<file path="src/rtl/lza_norm_shift_if.sv">
// Handshake and data bundle for the LZA normalization stage.
// The master drives the input side and accepts results; the slave is the normalizer.
interface lza_norm_shift_if #(
    parameter int DATA_WIDTH = 8
);
    localparam int POS_WIDTH   = $clog2(DATA_WIDTH);
    localparam int SHAMT_WIDTH = POS_WIDTH + 1;

    logic                   in_valid;
    logic                   in_ready;
    logic [DATA_WIDTH-1:0]  in_sum;
    logic [POS_WIDTH-1:0]   in_pos;
    logic                   in_not_zero;

    logic                   out_valid;
    logic                   out_ready;
    logic [DATA_WIDTH-1:0]  out_norm;
    logic [SHAMT_WIDTH-1:0] out_shamt;
    logic                   out_corr;
    logic                   out_zero;
    logic                   out_err;

    modport master (
        output in_valid, in_sum, in_pos, in_not_zero, out_ready,
        input  in_ready, out_valid, out_norm, out_shamt, out_corr, out_zero, out_err
    );

    modport slave (
        input  in_valid, in_sum, in_pos, in_not_zero, out_ready,
        output in_ready, out_valid, out_norm, out_shamt, out_corr, out_zero, out_err
    );
endinterface

</file>
<file path="src/rtl/lza_norm_shift.sv">
// Purpose: left-normalize the adder sum by the predicted LZA position plus the one-bit correction.
// Latency: 2 cycles, one item per cycle.
// Backpressure: skid-free two-stage pipe; in_ready drops only while both stages hold items.
module lza_norm_shift #(
    parameter int DATA_WIDTH = 8
) (
    input  logic              clk,
    input  logic              rst,
    lza_norm_shift_if.slave   bus
);
    localparam int POS_WIDTH   = $clog2(DATA_WIDTH);
    localparam int SHAMT_WIDTH = POS_WIDTH + 1;
    localparam int MSB         = DATA_WIDTH - 1;

    typedef struct packed {
        logic [DATA_WIDTH-1:0] sh;
        logic [POS_WIDTH-1:0]  pos;
        logic                  not_zero;
        logic                  lost;
        logic                  sum_nz;
    } s1_t;

    typedef struct packed {
        logic [DATA_WIDTH-1:0]  norm;
        logic [SHAMT_WIDTH-1:0] shamt;
        logic                   corr;
        logic                   zero;
        logic                   err;
    } s2_t;

    logic s1_valid;
    logic s2_valid;
    s1_t  s1_q;
    s1_t  s1_d;
    s2_t  s2_q;
    s2_t  s2_d;

    logic s1_advance;
    logic in_fire;
    logic [2*DATA_WIDTH-1:0] wide;

    assign s1_advance   = ~s2_valid | bus.out_ready;
    assign bus.in_ready = ~s1_valid | s1_advance;
    assign in_fire      = bus.in_valid & bus.in_ready;

    // Shifting into a double-width word keeps the bits pushed past the MSB visible as "lost".
    assign wide = {{DATA_WIDTH{1'b0}}, bus.in_sum} << bus.in_pos;

    always_comb begin
        s1_d          = '0;
        s1_d.sh       = wide[DATA_WIDTH-1:0];
        s1_d.pos      = bus.in_pos;
        s1_d.not_zero = bus.in_not_zero;
        s1_d.lost     = |wide[2*DATA_WIDTH-1:DATA_WIDTH];
        s1_d.sum_nz   = |bus.in_sum;
    end

    always_comb begin
        s2_d = '0;
        if (!s1_q.not_zero) begin
            s2_d.zero = 1'b1;
            s2_d.err  = s1_q.sum_nz;
        end else if (!s1_q.sh[MSB]) begin
            s2_d.norm  = {s1_q.sh[MSB-1:0], 1'b0};
            s2_d.shamt = SHAMT_WIDTH'(s1_q.pos) + SHAMT_WIDTH'(1);
            s2_d.corr  = 1'b1;
            // A still-clear MSB after correction means the prediction was off by more than one.
            s2_d.err   = s1_q.lost | ~s1_q.sh[MSB-1];
        end else begin
            s2_d.norm  = s1_q.sh;
            s2_d.shamt = SHAMT_WIDTH'(s1_q.pos);
            s2_d.err   = s1_q.lost;
        end
    end

    always_ff @(posedge clk) begin
        if (rst) begin
            s1_valid <= 1'b0;
            s2_valid <= 1'b0;
            s1_q     <= '0;
            s2_q     <= '0;
        end else begin
            if (in_fire) begin
                s1_valid <= 1'b1;
                s1_q     <= s1_d;
            end else if (s1_advance) begin
                s1_valid <= 1'b0;
            end
            if (s1_advance) begin
                s2_valid <= s1_valid;
                if (s1_valid) begin
                    s2_q <= s2_d;
                end
            end
        end
    end

    assign bus.out_valid = s2_valid;
    assign bus.out_norm  = s2_q.norm;
    assign bus.out_shamt = s2_q.shamt;
    assign bus.out_corr  = s2_q.corr;
    assign bus.out_zero  = s2_q.zero;
    assign bus.out_err   = s2_q.err;
endmodule

</file>
<file path="src/flat_wrapper.sv">
// flat-port wrapper written by rule: the top's interface ports become plain ports
module lza_norm_shift_flat 
#(
    parameter int DATA_WIDTH = 8
)
  (clk, rst, bus_in_valid, bus_in_sum, bus_in_pos, bus_in_not_zero, bus_out_ready, bus_in_ready, bus_out_valid, bus_out_norm, bus_out_shamt, bus_out_corr, bus_out_zero, bus_out_err);
  lza_norm_shift_if #(.DATA_WIDTH(DATA_WIDTH)) bus_i ();
  input  logic clk;
  input  logic rst;
  input wire logic [$bits(bus_i.in_valid)-1:0] bus_in_valid;
  input wire logic [$bits(bus_i.in_sum)-1:0] bus_in_sum;
  input wire logic [$bits(bus_i.in_pos)-1:0] bus_in_pos;
  input wire logic [$bits(bus_i.in_not_zero)-1:0] bus_in_not_zero;
  input wire logic [$bits(bus_i.out_ready)-1:0] bus_out_ready;
  output wire logic [$bits(bus_i.in_ready)-1:0] bus_in_ready;
  output wire logic [$bits(bus_i.out_valid)-1:0] bus_out_valid;
  output wire logic [$bits(bus_i.out_norm)-1:0] bus_out_norm;
  output wire logic [$bits(bus_i.out_shamt)-1:0] bus_out_shamt;
  output wire logic [$bits(bus_i.out_corr)-1:0] bus_out_corr;
  output wire logic [$bits(bus_i.out_zero)-1:0] bus_out_zero;
  output wire logic [$bits(bus_i.out_err)-1:0] bus_out_err;
  assign bus_i.in_valid = bus_in_valid;
  assign bus_i.in_sum = bus_in_sum;
  assign bus_i.in_pos = bus_in_pos;
  assign bus_i.in_not_zero = bus_in_not_zero;
  assign bus_i.out_ready = bus_out_ready;
  assign bus_in_ready = bus_i.in_ready;
  assign bus_out_valid = bus_i.out_valid;
  assign bus_out_norm = bus_i.out_norm;
  assign bus_out_shamt = bus_i.out_shamt;
  assign bus_out_corr = bus_i.out_corr;
  assign bus_out_zero = bus_i.out_zero;
  assign bus_out_err = bus_i.out_err;
  lza_norm_shift #(.DATA_WIDTH(DATA_WIDTH)) u_core (.clk(clk), .rst(rst), .bus(bus_i));
endmodule
</file>
<file path="config.mk">
export PLATFORM = sky130hd
export DESIGN_NAME = lza_norm_shift_flat
export DESIGN_NICKNAME = d
export VERILOG_FILES = /design/src/rtl/lza_norm_shift_if.sv /design/src/rtl/lza_norm_shift.sv /design/src/flat_wrapper.sv
export SDC_FILE = /design/constraint.sdc
export NUM_CORES = 1
export LEC_CHECK = 0
export CAP_MARGIN = 20
export CORE_ASPECT_RATIO = 0.75
export CORE_MARGIN = 10
export CORE_UTILIZATION = 25
export CTS_CLUSTER_SIZE = 25
export DETAILED_ROUTE_END_ITERATION = 10
export GPL_TIMING_DRIVEN = 1
export HOLD_SLACK_MARGIN = 0.06
export SLEW_MARGIN = 20
export SYNTH_ARGS = -nofsm -noshare
export SYNTH_HDL_FRONTEND = slang
export SYNTH_SLANG_ARGS = --single-unit
</file>
<file path="constraint.sdc">
create_clock -name clk -period 4.15 [get_ports clk]
set_input_delay 1.245 -clock clk [delete_from_list [all_inputs] [get_ports clk]]
set_output_delay 1.245 -clock clk [all_outputs]
set_load 0.1 [all_outputs]
</file>
Fig. 1: run 1, sequential cells grouped by signal name
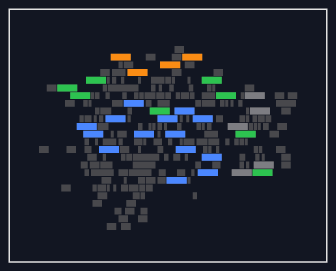
green -> `u_core.bus.out_norm`  # flops 8
orange -> `u_core.bus.out_shamt`  # flops 4, where north
blue -> `u_core.s1_q`  # flops 14, where centre
not coloured = 5
Flop area: 621 um^2
power drawn by the sequential cells: 0.000321 W

Fig. 2: run 1, close-up of the layout
Region (3, 39) to (53, 89) um. Cells in grey, sequential cells in the stronger grey; small squares are vias.
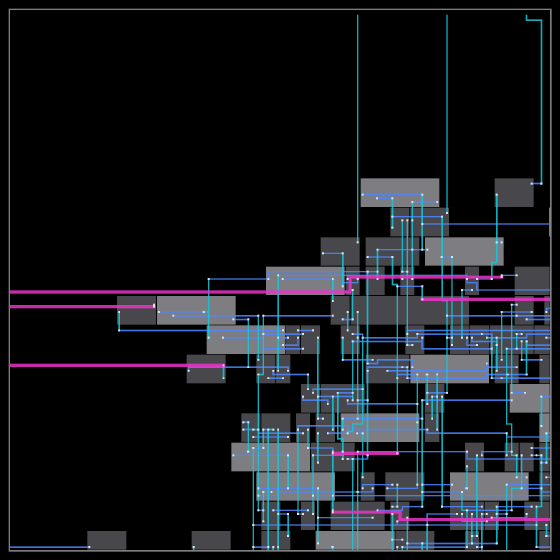
cyan -> metal 2
magenta -> metal 3
blue -> metal 1
netlist names of flops here include = `u_core.s1_q` (6), `u_core.bus.out_norm` (4), `u_core.bus.out_shamt` (2)
cells with their middle in the window = 66
most frequent = nand2_1 (12), dfxtp_1 (12), a21oi_1 (11)
sequential cells in the window = 12

Fig. 3: run 1, gate families picked out
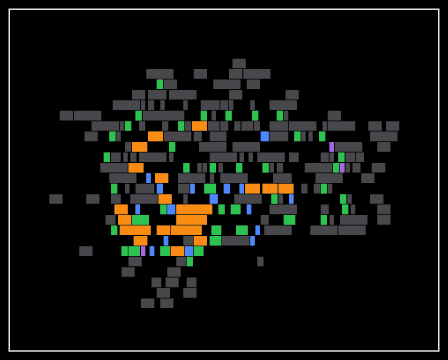
blue -> NOR gates  # cells 16, where centre
orange -> multiplexers  # cells 19
green -> inverting AOI/OAI gates  # cells 40
purple -> inverters  # cells 3

==> impl_metrics.csv, run 1 <==
group,metric,value,unit
synth,ys_top_cells_by_area,"sky130_fd_sc_hd__dfxtp_1 39%, sky130_fd_sc_hd__a21oi_1 8.3%, sky130_fd_sc_hd__nand2_1 7.1%",
final_timing,setup_tns,0,ns
final_timing,slew_headroom,0.338,
outcome,outcome,"finished, final reports clean",
setup_path,rr_endpoint,"u_core.s1_q[7]",
final_layout,num-nonclk-buffers,33,
cts,master_cell_of_the_clock_root_buffer,"sky130_fd_sc_hd__clkbuf_8",
setup_path,arr_time_crit_path,2.15,ns
cts,cts-hold-fix-buffers,0,
synth,yosysWarningCount,0,
synth,yosys_register_bits,31,
final_timing,max_freq,294,MHz
final_layout,comb_share,0.425,
final_layout,p_r_area_growth_vs_syn,30.3,%
hold_path,hold_path_class,"register to register",
final_layout,num-clock-buffers,6,
final_layout,inverters,3,
final_layout,largest_class,"logic gates",
synth,cell_count_in_the_yosys_report,183,
floorplanning,fp_util,0.264,
synth,ys_top_cells_by_count,"31 x sky130_fd_sc_hd__dfxtp_1, 30 x sky130_fd_sc_hd__nand2_1, 26 x sky130_fd_sc_hd__a21oi_1",
setup_path,cp_data_required_time,2.90,ns
synth,proportion_of_register_bits_with_asynchronous_set_or_reset_after_synthesis,0,
final_layout,clkCellAreaFrac,0.0573,
detailed_routing,wl_per_cell,13.8,um
setup_path,worst-path-buf-inv,2,
synth,yosys.area.top_type_share,0.394,
cts,worst_skew_pair.late_latency,0.28,ns
final_layout,number_of_diodes_added_for_antenna_fixing,0,
setup_path,number_of_stages_on_the_worst_setup_path,3,
detailed_routing,finalWirelength,3960,um
global_route,gr-usage-met1,0.109,
final_layout,finalInstanceArea,2050,um^2
detailed_routing,avgViaCountPerCell,4.69,
synth,yosysMostFrequentCell,"sky130_fd_sc_hd__dfxtp_1",
global_route,grt_busiest_layer,"met2",
final_layout,top_logic_cells_by_instance_count_in_the_layout,"31 x sky130_fd_sc_hd__dfxtp_1, 30 x sky130_fd_sc_hd__nand2_1, 30 x sky130_fd_sc_hd__clkdlybuf4s50_1",
setup_path,path_class,"input port to output pin",
final_timing,finClkSkew,0.00234,ns
detailed_routing,met2RoutedLength,1760,um
setup_path,critical_path.endpoint_type,"output pin",
setup_path,timing.critical_path.max_delay_family,"buffers and inverters",
synth,synthTopLogicFamily,"simple AND/OR/NAND/NOR gates",
detailed_routing,highest-signal-layer,"met3",
final_timing,timing_hold_violations_final,0,
cts,cts_htree_levels,2,
synth,postSynth.topFlopCell,"sky130_fd_sc_hd__dfxtp_1",
final_timing,finalClockPeriodUsage,0.819,
placement,port_buffers,32,
final_layout,post_route_cells_drive_above_1_share,0.105,
placement,post-place-ws,0.744,ns
final_layout,fin_cells,288,
run,tool_warnings,26,
synth,synth_cells,183,
global_route,grt_util_all_layers,0.0841,
final_layout,largest_register,"u_core.s1_q",
final_layout,seqAreaFraction,0.302,
final_timing,finalHoldWorstSlack,0.452,ns
setup_path,crit_start,"bus_out_ready",
floorplanning,design.die.area,9910,um^2
setup_path,cp_max_fo,4,
floorplanning,io_pins,33,
final_timing,timing.final.ws_setup,0.752,ns
power_and_ir_drop,ir_drop,127,uV
floorplanning,floorplan.die.width,112,um
final_layout,nFlopsAndLatches,31,
synth,ys_types,34,
synth,synthAoiAreaFrac,0.160,
final_layout,non_clock_buffer_area_share,0.162,
synth,yosys_stat_area,1580,um^2
setup_path,path_cells,"clkdlybuf4s50_1, nand3b_1, buf_12",
power_and_ir_drop,total_power_after_layout,0.000746,W
cts,cts_tree,"built",
detailed_routing,post-route-drc-count,0,
global_route,grt_start_max_net_pins,32,
global_route,number_of_global_route_vias_before_repair,1407,
global_route,grt_first_pass_wirelength,6890,um
setup_path,worst-r2r-cell-count,4,
final_layout,nNetsFinal,226,
detailed_routing,detailedRoute.firstPassIterationCount,4,
synth,synth.largest_area_cell,"sky130_fd_sc_hd__dfxtp_1",
cts,cts_num_sinks,31,
floorplanning,tapcell.inserted,78,
detailed_routing,detailroute.wirelength.met3,259,um
placement,place.detailed.instances,280,
==> run 1: worst min path at each step <==
stage / depth (start not counted) / slack [ns] / end / start
floorplan: 2 / 0.44 / u_core.s1_q[9] / u_core.s1_q[9]
global placement: 2 / 0.44 / u_core.bus.out_norm[5] / u_core.bus.out_norm[5]
detailed placement: 2 / 0.45 / u_core.bus.out_norm[6] / u_core.bus.out_norm[6]
CTS: 2 / 0.46 / u_core.bus.out_norm[6] / u_core.bus.out_norm[6]
global route: 2 / 0.48 / u_core.bus.out_norm[5] / u_core.bus.out_norm[5]
finish: 2 / 0.45 / u_core.bus.out_norm[6] / u_core.bus.out_norm[6]
==> run 1: report_power, final <==
part           internal, W  switching [W]
Combinational    0.0000490      0.0000670
Sequential        0.000309      0.0000124
Clock             0.000194       0.000115
Total             0.000552       0.000194
Fig. 4: run 1, PDN straps and rails
Pins as bars on the die edge.
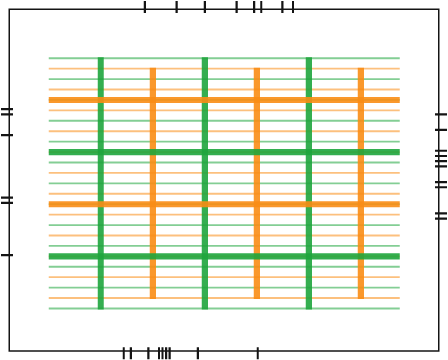

--- run 2 (diff from run 1) ---
Clock period 4.15 ns to 2.92 ns, I/O delays scaled along.
Fig. 5: run 2, PDN straps and rails
Pins as bars on the die edge.
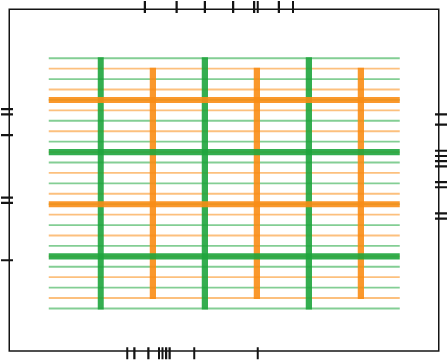
orange -> VDD
green -> VSS
met4 straps = 6
rows = 24
signal pins = 33

Fig. 6: run 2, close-up of the layout
Region (3, 39) to (53, 89) um. Cells in grey, sequential cells in the stronger grey; small squares are vias.
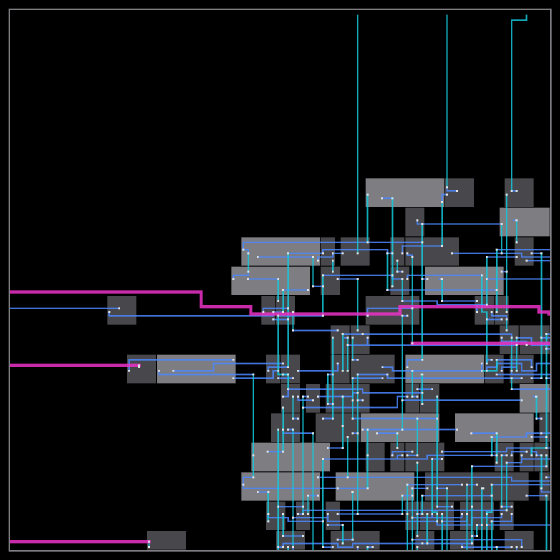
magenta -> metal 3
blue -> metal 1
cyan -> metal 2
netlist names of flops here include = `u_core.s1_q` (6), `u_core.bus.out_norm` (4), `u_core.bus.out_shamt` (2)
cells with their middle in the window = 68
sequential cells in the window = 12
most frequent = nand2_1 (12), dfxtp_1 (12), a21oi_1 (11)

==> run 2 against run 1 <==
Compared with the run above: power up 27%; global-route usage about the same; hold slack better by 0.0018 ns; critical endpoint unchanged; die size unchanged; register-to-register slack worse by 1.0 ns; via count up 2.4%; combinational power up 47%; cell count up 1.7%; largest cell class unchanged; clock power up 5%; synthesized cell count unchanged; sequential power up 42%; cell area down 1.5%.
==> impl_metrics.csv, run 2 <==
group,metric,value,unit
power_and_ir_drop,ir_drop,160,uV
final_layout,nFlopsAndLatches,31,
final_layout,post_route_cells_drive_above_1_share,0.200,
run,tool_warnings,26,
synth,yosys_stat_area,1580,um^2
setup_path,crit-reg2reg-launch,"u_core.s1_q[2]",
setup_path,critical_path.endpoint_type,"output pin",
setup_path,crit_start,"bus_out_ready",
placement,port_buffers,32,
global_route,grt_start_max_net_pins,32,
setup_path,cp_data_required_time,2.04,ns
placement,place.detailed.instances,285,
final_layout,finalInstanceArea,2020,um^2
synth,synthAoiAreaFrac,0.160,
synth,synth_cells,183,
setup_path,path_cells,"clkdlybuf4s50_1, nand3b_1, buf_12",
setup_path,arr_time_crit_path,1.78,ns
final_timing,timing_hold_violations_final,0,
setup_path,path_class,"input port to output pin",
final_timing,slew_headroom,0.649,
setup_path,worst-r2r-cell-count,4,
synth,ys_top_cells_by_count,"31 x sky130_fd_sc_hd__dfxtp_1, 30 x sky130_fd_sc_hd__nand2_1, 26 x sky130_fd_sc_hd__a21oi_1",
power_and_ir_drop,total_power_after_layout,0.000951,W
hold_path,holdCritStartpoint,"u_core.bus.out_shamt[3]",
synth,yosys_register_bits,31,
final_layout,p_r_area_growth_vs_syn,28.4,%
final_layout,largest_register,"u_core.s1_q",
synth,synthTopLogicFamily,"simple AND/OR/NAND/NOR gates",
synth,synth.largest_area_cell,"sky130_fd_sc_hd__dfxtp_1",
final_layout,comb_share,0.432,
final_layout,inverters,3,
floorplanning,floorplan.die.width,112,um
synth,cell_count_in_the_yosys_report,183,
synth,proportion_of_register_bits_with_asynchronous_set_or_reset_after_synthesis,0,
hold_path,min_delay_path_depth,2,
final_layout,num-nonclk-buffers,38,
global_route,grt_first_pass_wirelength,6920,um
synth,ys_types,34,
final_timing,setup_tns,0,ns
final_timing,max_freq,377,MHz
cts,cts_num_sinks,31,
detailed_routing,finalWirelength,4020,um
final_layout,non_clock_buffer_area_share,0.166,
floorplanning,fp_util,0.264,
cts,master_cell_of_the_clock_root_buffer,"sky130_fd_sc_hd__clkbuf_8",
cts,cts_htree_levels,2,
final_timing,finalClockPeriodUsage,0.909,
final_layout,top_logic_cells_by_instance_count_in_the_layout,"30 x sky130_fd_sc_hd__nand2_1, 30 x sky130_fd_sc_hd__dfxtp_1, 26 x sky130_fd_sc_hd__a21oi_1",
synth,postSynth.topFlopCell,"sky130_fd_sc_hd__dfxtp_1",
cts,cts_tree,"built",
hold_path,worstHoldEndpoint,"u_core.bus.out_shamt[3]",
detailed_routing,post-route-drc-count,0,
cts,cts_repair_resize_count,0,
final_layout,seq_area,622,um^2
detailed_routing,wl_per_cell,13.7,um
detailed_routing,avgViaCountPerCell,4.72,
final_timing,finalHoldWorstSlack,0.454,ns
final_layout,largest_class,"logic gates",
synth,yosysWarningCount,0,
floorplanning,tapcell.inserted,78,
synth,yosys.area.top_type_share,0.394,
detailed_routing,detailedRoute.firstPassIterationCount,4,
synth,ys_top_cells_by_area,"sky130_fd_sc_hd__dfxtp_1 39%, sky130_fd_sc_hd__a21oi_1 8.3%, sky130_fd_sc_hd__nand2_1 7.1%",
final_layout,num-clock-buffers,5,
outcome,outcome,"finished, final reports clean",
cts,cts-hold-fix-buffers,0,
floorplanning,io_pins,33,
final_layout,nNetsFinal,231,
final_layout,number_of_diodes_added_for_antenna_fixing,0,
global_route,number_of_global_route_vias_before_repair,1417,
global_route,grt_util_all_layers,0.0838,
final_layout,seqAreaFraction,0.307,
final_layout,fill_cells,648,
setup_path,timing.critical_path.max_delay_family,"buffers and inverters",
setup_path,number_of_stages_on_the_worst_setup_path,3,
hold_path,hold_path_class,"register to register",
cts,worst_skew_pair.late_latency,0.28,ns
setup_path,worst-path-buf-inv,2,
floorplanning,design.die.area,9910,um^2
placement,post-place-ws,0.269,ns
final_timing,finClkSkew,0.00461,ns
final_layout,clkCellAreaFrac,0.0414,
## run 2: cell counts after synthesis
Identical to the previous run, type by type.
## run 2: per-layer routing
| metal | vias up | GRT usage | routed length [um] |
|---|---|---|---|
| met2 | 25 | 0.129 | 1710 |
| met5 | - | 0 | 0 |
| met3 | 2 | 0.0352 | 232 |
| met4 | 0 | 0.0210 | 16 |
| li1 | 715 | - | - |
| met1 | 641 | 0.106 | 2060 |
## run 2: power by group
group	total, W	internal [W]	switching, W
Clock	0.000323	0.000163	0.000160
Sequential	0.000457	0.000439	0.0000177
Combinational	0.000171	0.0000735	0.0000973
Total	0.000951	0.000675	0.000275
Power figures rest on the tool's default switching activity, not on a simulated workload.
